**Run 1: placement by cell class**

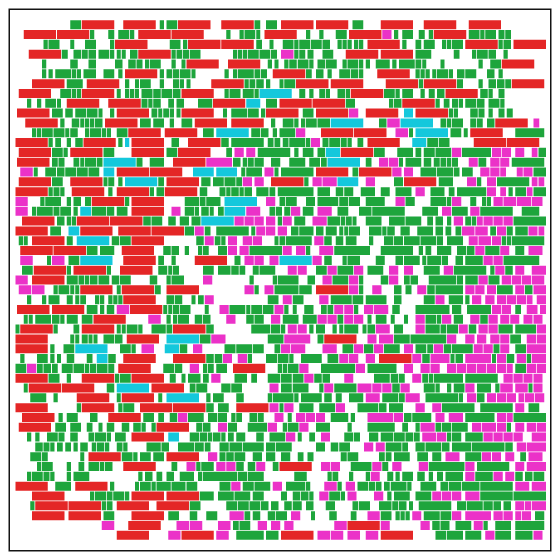
**Run 1: routing congestion map**

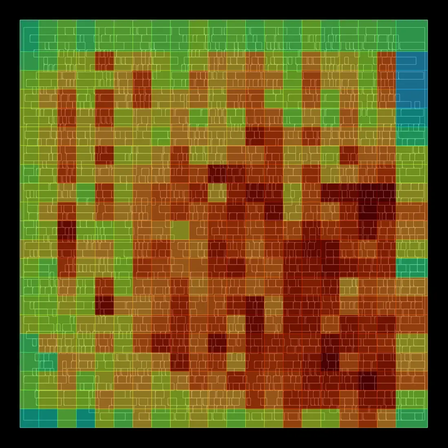
**Run 1: wiring heat map**

Scale bar: 50 um. The die is cut into 30 by 30 equal tiles; dark blue is low, red is high, scaled to the fullest tile. Values are wire area over tile area, all layers added.
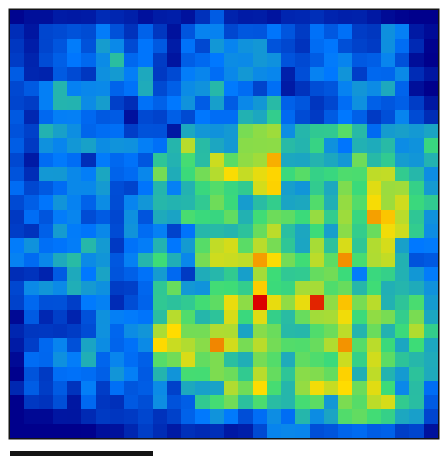
===== src/rtl/player_action_ctrl.sv =====
// player_action_ctrl: debounced push-button front end producing one-cycle action
// strobes and a clamped bet amount for the hand FSM, with one action per turn.

package player_action_ctrl_pkg;
    localparam int unsigned MAX_STACK_W = 16;
    typedef logic [3:0] hand_state_t;
endpackage

module player_action_ctrl
    import player_action_ctrl_pkg::*;
#(
    parameter int unsigned DEBOUNCE_CYCLES = 1_000_000,
    parameter int unsigned BET_STEP        = 10
) (
    input  logic                   clk,
    input  logic                   reset,
    input  logic                   btn_check_call,
    input  logic                   btn_bet_raise,
    input  logic                   btn_fold,
    input  logic                   btn_inc,
    input  logic                   btn_dec,
    input  logic                   btn_advance,
    input  logic                   act_enable,
    input  logic [MAX_STACK_W-1:0] min_bet_or_raise,
    input  logic [MAX_STACK_W-1:0] player_stack,
    input  hand_state_t            curr_state,
    input  logic                   current_player,
    output logic                   check_or_call,
    output logic                   bet_or_raise,
    output logic                   fold,
    output logic                   advance,
    output logic [MAX_STACK_W-1:0] bet_input,
    output logic                   busy
);

    localparam int unsigned NUM_BTN   = 6;
    localparam int unsigned CNT_W     = $clog2(DEBOUNCE_CYCLES + 1);
    localparam int unsigned EXT_W     = MAX_STACK_W + 1;
    localparam int unsigned BTN_CHECK = 0;
    localparam int unsigned BTN_BET   = 1;
    localparam int unsigned BTN_FOLD  = 2;
    localparam int unsigned BTN_INC   = 3;
    localparam int unsigned BTN_DEC   = 4;
    localparam int unsigned BTN_ADV   = 5;

    typedef enum logic [1:0] {IDLE, READY, ISSUE, LOCK} state_t;

    logic [NUM_BTN-1:0] raw, sync1, sync2, deb, deb_d, press;
    logic [CNT_W-1:0]   cnt [NUM_BTN];

    state_t                 state_q, state_d;
    hand_state_t            cap_state_q, cap_state_d;
    logic                   cap_player_q, cap_player_d;
    logic                   check_or_call_d, bet_or_raise_d, fold_d, advance_d, busy_d;
    logic [MAX_STACK_W-1:0] bet_input_d;

    logic [MAX_STACK_W-1:0] bet_floor, bet_ceil, bet_clamped, bet_inc, bet_dec;
    logic [EXT_W-1:0]       inc_sum, dec_limit;
    logic                   any_action;

    assign raw = {btn_advance, btn_dec, btn_inc, btn_fold, btn_bet_raise, btn_check_call};

    // Per-button synchroniser, debounce counter and registered rising-edge detect
    always_ff @(posedge clk or posedge reset) begin
        if (reset) begin
            sync1 <= '0;
            sync2 <= '0;
            deb   <= '0;
            deb_d <= '0;
            press <= '0;
            for (int i = 0; i < NUM_BTN; i++) cnt[i] <= '0;
        end else begin
            sync1 <= raw;
            sync2 <= sync1;
            deb_d <= deb;
            press <= deb & ~deb_d;
            for (int i = 0; i < NUM_BTN; i++) begin
                if (sync2[i] == deb[i]) begin
                    cnt[i] <= '0;
                end else if (cnt[i] == CNT_W'(DEBOUNCE_CYCLES)) begin
                    deb[i] <= sync2[i];
                    cnt[i] <= '0;
                end else begin
                    cnt[i] <= cnt[i] + CNT_W'(1);
                end
            end
        end
    end

    // Bet limits; floor never exceeds ceiling, so a short stack can only go all-in
    assign bet_floor   = (min_bet_or_raise < player_stack) ? min_bet_or_raise : player_stack;
    assign bet_ceil    = player_stack;
    assign bet_clamped = (bet_input > bet_ceil)  ? bet_ceil  :
                         (bet_input < bet_floor) ? bet_floor : bet_input;
    assign inc_sum     = {1'b0, bet_clamped} + EXT_W'(BET_STEP);
    assign bet_inc     = (inc_sum > {1'b0, bet_ceil}) ? bet_ceil : inc_sum[MAX_STACK_W-1:0];
    assign dec_limit   = {1'b0, bet_floor} + EXT_W'(BET_STEP);
    assign bet_dec     = ({1'b0, bet_clamped} >= dec_limit) ?
                         (bet_clamped - MAX_STACK_W'(BET_STEP)) : bet_floor;

    assign any_action = press[BTN_FOLD] | press[BTN_CHECK] | press[BTN_BET] | press[BTN_ADV];

    // Next-state, next-strobe and bet update
    always_comb begin
        state_d         = state_q;
        bet_input_d     = bet_input;
        cap_state_d     = cap_state_q;
        cap_player_d    = cap_player_q;
        check_or_call_d = 1'b0;
        bet_or_raise_d  = 1'b0;
        fold_d          = 1'b0;
        advance_d       = 1'b0;
        case (state_q)
            IDLE: begin
                if (press[BTN_ADV]) begin
                    state_d   = ISSUE;
                    advance_d = 1'b1;
                end else if (act_enable) begin
                    state_d     = READY;
                    bet_input_d = bet_floor;
                end
            end
            READY: begin
                if (!act_enable) begin
                    state_d = IDLE;
                end else if (press[BTN_FOLD]) begin
                    state_d = ISSUE;
                    fold_d  = 1'b1;
                end else if (press[BTN_CHECK]) begin
                    state_d         = ISSUE;
                    check_or_call_d = 1'b1;
                end else if (press[BTN_BET] && (player_stack != '0)) begin
                    state_d        = ISSUE;
                    bet_or_raise_d = 1'b1;
                end else if (press[BTN_ADV]) begin
                    state_d   = ISSUE;
                    advance_d = 1'b1;
                end else if (!any_action && press[BTN_INC] && !press[BTN_DEC]) begin
                    bet_input_d = bet_inc;
                end else if (!any_action && press[BTN_DEC] && !press[BTN_INC]) begin
                    bet_input_d = bet_dec;
                end else begin
                    bet_input_d = bet_clamped;
                end
            end
            ISSUE: begin
                cap_state_d  = curr_state;
                cap_player_d = current_player;
                state_d      = LOCK;
            end
            LOCK: begin
                if ((curr_state != cap_state_q) || (current_player != cap_player_q) || !act_enable) begin
                    state_d     = act_enable ? READY : IDLE;
                    bet_input_d = bet_floor;
                end
            end
            default: state_d = IDLE;
        endcase
        busy_d = (state_d == ISSUE) || (state_d == LOCK);
    end

    // State, capture and registered outputs
    always_ff @(posedge clk or posedge reset) begin
        if (reset) begin
            state_q       <= IDLE;
            cap_state_q   <= '0;
            cap_player_q  <= 1'b0;
            check_or_call <= 1'b0;
            bet_or_raise  <= 1'b0;
            fold          <= 1'b0;
            advance       <= 1'b0;
            bet_input     <= '0;
            busy          <= 1'b0;
        end else begin
            state_q       <= state_d;
            cap_state_q   <= cap_state_d;
            cap_player_q  <= cap_player_d;
            check_or_call <= check_or_call_d;
            bet_or_raise  <= bet_or_raise_d;
            fold          <= fold_d;
            advance       <= advance_d;
            bet_input     <= bet_input_d;
            busy          <= busy_d;
        end
    end

endmodule


===== config.mk =====
export PLATFORM = sky130hd
export DESIGN_NAME = player_action_ctrl
export DESIGN_NICKNAME = d
export VERILOG_FILES = /design/src/rtl/player_action_ctrl.sv
export SDC_FILE = /design/constraint.sdc
export NUM_CORES = 1
export LEC_CHECK = 0
export CORE_UTILIZATION = 55
export DETAILED_ROUTE_END_ITERATION = 10
export PLACE_DENSITY = 0.74
export SLEW_MARGIN = 20
export SYNTH_ARGS = -nofsm -noshare
export SYNTH_HDL_FRONTEND = slang
export SYNTH_SLANG_ARGS = --single-unit

===== constraint.sdc =====
create_clock -name clk -period 6.91 [get_ports clk]
set_input_delay 1.382 -clock clk [delete_from_list [all_inputs] [get_ports clk]]
set_output_delay 1.382 -clock clk [all_outputs]
set_load 0.05 [all_outputs]

==> CHANGELOG.md, run 1 <==
## Flow update

* Status: finished, violations left
* Failing checks: negative setup slack
* Hold Path Stages at 0
* R2R depth at 25
* #MultiIn Comb at 1078
* Critical path startpoint: player_stack[14]
* F_max at 131 MHz
* Maximum clock insertion buffer count at 2
* Placer congestion estimate at 1.01
* Post-Syn Area at 0.0120 mm^2
* Vias at 12000
* Largest cells by area: dfrtp_1 37%, ha_1 9.4%, nor2_1 6.1%, xnor2_1 6.0%, xor2_1 4.0%
* Antenna Violating Nets Remaining at 0
* Startpoint types: input port
* Gr ovfl total at 0
* Top reg by flops: cnt
* NonClk Buf Share at 0.178
* H-tree levels at 4
* Reg2reg start: bet_input[11]
* Nonclk inv count at 62
* Nets at Floorplan at 1494
* Number of buffers added on ports at 66
* Commonest non-fill, non-tap cells in the layout: 271 x buf_4, 187 x nor2_1, 177 x dfrtp_1, 95 x nand2_1, 80 x xnor2_1
* Signal buffers at 364
* Critical Path AT at 7980 ps
* Insertion Delay late pin at 450 ps
* Setup slack after layout at -738 ps
* Most used cell along the critical path: o21a_1
* Clk cell area share at 0.0352
* Top cell excl fill/tap: buf_4
* CP Capture Type: flop
* 1st-iter DRT viols at 832
* Register bit total from synthesis at 177
* Total CTS buffers at 17
* P_leak at 7.45 nW
* Post-layout period usage at 1.11
* DRC Markers at 0
* Via density at 6.01
* Fin nets at 1836
* Stages on worst setup path at 35
* Drt wl/cell at 20.4 um
* RSZ-0062 raised after global routing: true
* Clock Skews at 23.5 ps
* Global-route wire length before repair at 61000 um
* Yosys chip area at 0.0120 mm^2
* Flop Count at 177
* Die Area at 0.0224 mm^2
* Largest net degree at the start of global routing at 78
* I/O pins at 67
* Hold EP: sync2[5]
* Site Rows at 53
* Worst setup path end: bet_input[2]
* Unique cell types at 77
* Post-synth EDFFs at 0
* Flop share of the area at 0.264
* Final Hold Vio Count at 0
* Worst slew margin at 0.412
* Final WL at 40600 um
* Hold Path Origin: sync1[5]
* Area growth from synthesis to layout at 39.9%
* Pwr dens at 332 mW/mm^2
* Diodes inserted at 0
* Avg Inst Size Synth at 8.82 um^2
* # hold bufs at CTS at 0
* CP Class: in -> reg
* Max incr delay on CP at 490 ps
* Share of layout cells above drive strength 1 at 0.321
* Die Wd at 150 um
* GR Util All Layers at 0.356
* Yosys warnings at 0
* Logic cell area at 0.00816 mm^2
* Max Cap Violations at 0
* Number of global-route vias before repair at 11900
* Synth cell count leaders: 195 x nor2_1, 177 x dfrtp_1, 103 x nand2_1
* Fin Hold WS at 350 ps
* Met3 wire len at 3380 um
* HPWL Detailed at 26900 um
* R2R Path End: bet_input[2]
* Post-Synthesis Cells at 1358
* Comb area share at 0.487
* TritonCTS clock tree: yes
* Seq. cell area at 0.00443 mm^2
* Total power at 5.56 mW
* Asr flop ratio synth at 1.00
* Pre-Place Util at 0.565
* Buffers & Inverters on Critical Path at 7
* Post-synth top area share at 0.370
* Metal-1 WL at 16300 um
* Yosys cell count at 1358
* Placed Instance Area at 0.0146 mm^2
* Setup-failing EPs final at 16
* Routed wl met2 at 18600 um
* Slew Viols, Final at 0
* Postcts setup bufs at 82
* Initial antenna violation count at 0
* CP max stage cell: a2111o_1
* Placement Setup Slack at -1770 ps
* Reg2Reg Setup Slack at 930 ps
* Clock Sinks at 177
* Top-count cell post-synth: nor2_1
* Worst Max-Slew Pin Slew at 880 ps
* Max reg flops at 120
* Top class by area: combinational gates
* Minimum clock period at 7650 ps
* Fillers at 1389
* DRT Pass-1 Iters at 8
* Chip Height at 150 um
* Clock buffers at 18
* OpenROAD warning count at 36
* Worst min path class: reg -> reg
* Most used DFF post-synth: dfrtp_1
About 'placement by cell class':
legend:
  remaining buffers and delay cells:
    color: magenta
    cells: 364
  registers:
    color: red
    cells: 177
  remaining logic cells:
    color: green
    cells: 1140
  clock drivers and dummy loads:
    color: cyan
    cells: 32

About 'routing congestion map':
Final Util: 0.790
M2 GR Usage: 0.573

About 'wiring heat map':
emptiest ninth of the die: lower left
tiles over half the peak: 22%
fullest tile: 0.93
mean over tiles: 0.31
nearly empty tiles: 2.1%

run 1: logic make-up after synthesis:
logic type,Yosys count,share of synthesized area
DFF,177,0.370
adders and majority gates,90,0.0940
buffers and inverters,104,0.0347
xor gates and xnor gates,137,0.100
muxes,36,0.0316
AOI/OAI and AO/OA,234,0.132
and+or+nand+nor,580,0.238
run 1: stage by stage:
| step | std cells | setup TNS [ps] |
|---|---|---|
| after CTS | 1972 | -4790 |
| final | 1988 | -10430 |
| after detailed placement | 1861 | -25880 |
| after global placement | 1861 | -23400 |
| after floorplan | 1358 | -8560 |
| after global routing | 1988 | -12910 |
run 1: power by group:
group	switching (mW)	internal, mW
sequential	0.0853	1.07
clock	0.498	0.489
combinational	1.75	1.67
**Run 1: metal layers overlaid**

Scale bar: 50 um.
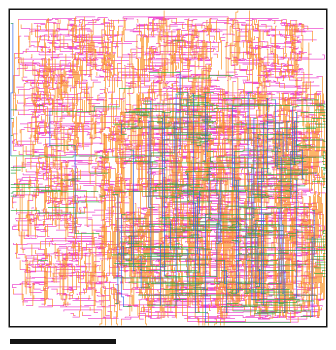

==> run 2: changes to the inputs <==
Settings changed: CELL_PAD_IN_SITES_DETAIL_PLACEMENT set to 1, CELL_PAD_IN_SITES_GLOBAL_PLACEMENT set to 2, CORE_UTILIZATION 55 to 41, PLACE_DENSITY 0.74 to unset, PLACE_DENSITY_LB_ADDON set to 0.1.
Clock period 6.91 ns to 9.7 ns, I/O delays scaled along.
**Run 2: metal layers overlaid**

Scale bar: 50 um.
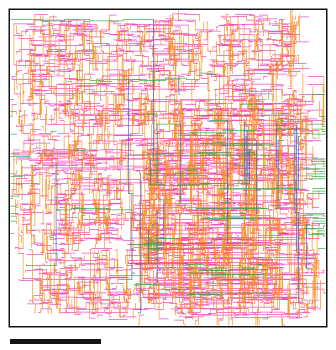
legend:
  M2:
    color: orange
    wire_length: 17200 um
  M4:
    color: blue
    wire_length: 998 um
  M3:
    color: green
    wire_length: 1570 um
  M1:
    color: magenta
    wire_length: 17200 um

**Run 2: sequential cells grouped by signal name**

Scale bar: 50 um.
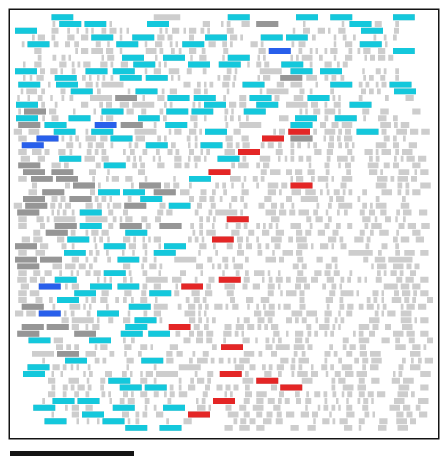
legend:
  sync2:
    color: blue
    placed_flops: 6
  bet_input:
    color: red
    placed_flops: 16
  cnt:
    color: cyan
    placed_flops: 120
    where: all over the die
not colored: 35

==> CHANGELOG.md, run 2 <==
## Flow update

* Initial antenna violation count at 0 (unchanged)
* Placer congestion estimate at 0.899 (was 1.01)
* Power Sequential at 0.826 mW (was 1.16 mW)
* Commonest non-fill, non-tap cells in the layout: 195 x nor2_1, 177 x dfrtp_1, 103 x nand2_1, 90 x ha_1, 82 x xnor2_1 (was 271 x buf_4, 187 x nor2_1, 177 x dfrtp_1, 95 x nand2_1, 80 x xnor2_1)
* Met3 wire len at 1570 um (was 3380 um)
* Yosys cell count at 1358 (unchanged)
* Top power group: combinational logic (unchanged)
* Hold EP: sync2[2] (was sync2[5])
* Chip Height at 173 um (was 150 um)
* F_max at 109 MHz
* CP Class: in -> reg (unchanged)
* Critical path startpoint: player_stack[5] (was player_stack[14])
* Reg2reg start: bet_input[11] (unchanged)
* CP max stage cell: clkdlybuf4s50_1 (was a2111o_1)
* Hold Path Origin: sync1[2] (was sync1[5])
* Antenna Violating Nets Remaining at 0 (unchanged)
* Placement Setup Slack at 20.3 ps (was -1770 ps)
* GR Util All Layers at 0.256 (was 0.356)
* Final Hold Vio Count at 0 (unchanged)
* 1st-iter DRT viols at 781 (was 832)
* # hold bufs at CTS at 0 (unchanged)
* Total CTS buffers at 17 (unchanged)
* Placed cell count at 1824 (was 1861)
* Register bit total from synthesis at 177 (unchanged)
* Unique cell types at 77 (unchanged)
* Buffers & Inverters on Critical Path at 4 (was 7)
* Drt wl/cell at 19.9 um (was 20.4 um)
* Diodes inserted at 0 (unchanged)
* Top cell excl fill/tap: nor2_1 (was buf_4)
* M2 GR Usage at 0.412 (was 0.573)
* Logic family by area: simple AND/OR/NAND/NOR gates (unchanged)
* DRC Markers at 0 (unchanged)
* Max incr delay on CP at 610 ps (was 490 ps)
* Asr flop ratio synth at 1.00 (unchanged)
* Xor/xnor cell area share of the yosys netlist at 0.100 (unchanged)
* Total net switching power at 1.34 mW (was 2.33 mW)
* Share of layout cells above drive strength 1 at 0.0917 (was 0.321)
* Site Rows at 62 (was 53)
* Worst min path class: reg -> reg (unchanged)
* Aoi share at 0.132 (unchanged)
* Power Combinational at 1.54 mW (was 3.42 mW)
* Adder Share, Synth at 0.0940 (unchanged)
* Clock power share at 0.229 (was 0.178)
* P_leak at 6.09 nW (was 7.45 nW)
* Placed Instance Area at 0.0134 mm^2 (was 0.0146 mm^2)
* Routed wl met2 at 17200 um (was 18600 um)
* Sequential Power Share at 0.269 (was 0.208)
* Most used cell along the critical path: o21a_1 (unchanged)
* Stages on worst setup path at 34 (was 35)
* Postcts setup bufs at 0 (was 82)
* Clock Sinks at 177 (unchanged)
* Global-route wire length before repair at 60400 um (was 61000 um)
* Max Cap Violations at 0 (unchanged)
* Logic cell area at 0.00716 mm^2 (was 0.00816 mm^2)
* Minimum clock period at 9150 ps
* Post-Synthesis Cells at 1358 (unchanged)
* Post-layout period usage at 0.944
* Setup-failing EPs final at 0 (was 16)
* Die Area at 0.0299 mm^2 (was 0.0224 mm^2)
* Max reg flops at 120 (unchanged)
* Worst setup path end: bet_input[6] (was bet_input[2])
* Yosys chip area at 0.0120 mm^2 (unchanged)
* Post-synth top area share at 0.370 (unchanged)
* Fin nets at 1595 (was 1836)
* Most used DFF post-synth: dfrtp_1 (unchanged)
* Fillers at 3400 (was 1389)
* Mux frac, synth at 0.0316 (unchanged)
* Top reg by flops: cnt (unchanged)
* CP Capture Type: flop (unchanged)
* TritonCTS clock tree: yes (unchanged)
* Gate power share at 0.502 (was 0.614)
* R2R depth at 25 (unchanged)
* Pwr dens at 220 mW/mm^2 (was 332 mW/mm^2)
* R2R Path End: bet_input[6] (was bet_input[2])
* Metal-1 WL at 17200 um (was 16300 um)
* Vias at 10600 (was 12000)
* Switching share of power at 0.436 (was 0.420)
* Power Clock at 0.705 mW (was 0.988 mW)
* Gr ovfl total at 0 (unchanged)
* Final WL at 36900 um (was 40600 um)
* Status: completed (was finished, violations left)
* Startpoint types: input port (unchanged)
* Number of buffers added on ports at 66 (unchanged)
* Setup slack after layout at 546 ps (was -738 ps)
* Slew Viols, Final at 0 (unchanged)
* Number of global-route vias before repair at 11100 (was 11900)
* Final Util at 0.488 (was 0.790)
* H-tree levels at 4 (unchanged)
* Post-synth EDFFs at 0 (unchanged)
* Via density at 5.69 (was 6.01)
* RSZ-0062 raised after global routing: false (was true)
* Critical Path AT at 9490 ps (was 7980 ps)
* Largest net degree at the start of global routing at 113 (was 78)
## run 2: cell types whose count changed in the layout (fill, tap and decap cells not counted), sizes merged
cell,delta
bufinv,+1
clkdlybuf4s15,-3
dlygate4sd2,-2
buf,-267
clkinv,-1
clkinvlp,-1
clkdlybuf4s50,+32
clkbuf,+1
o21ai,-1
## run 2: stage by stage
stage / hold slack, ps / power, mW
2_1_floorplan: 331 / 1.81
3_3_place_gp: 333 / 2.32
3_5_place_dp: 340 / 2.35
4_1_cts: 357 / 3.07
5_1_grt: 365 / 3.27
6_report: 355 / 3.08
## run 2: final cells by class
type | instances | area share
multi-input cells | 1077 | 0.511
flip-flops and latches | 177 | 0.316
repair buffers | 124 | 0.0782
well taps | 384 | 0.0343
clock buffers | 19 | 0.0323
inverters | 62 | 0.0171
clock inverters | 13 | 0.0104
Power is estimated from default activity; no workload was simulated.
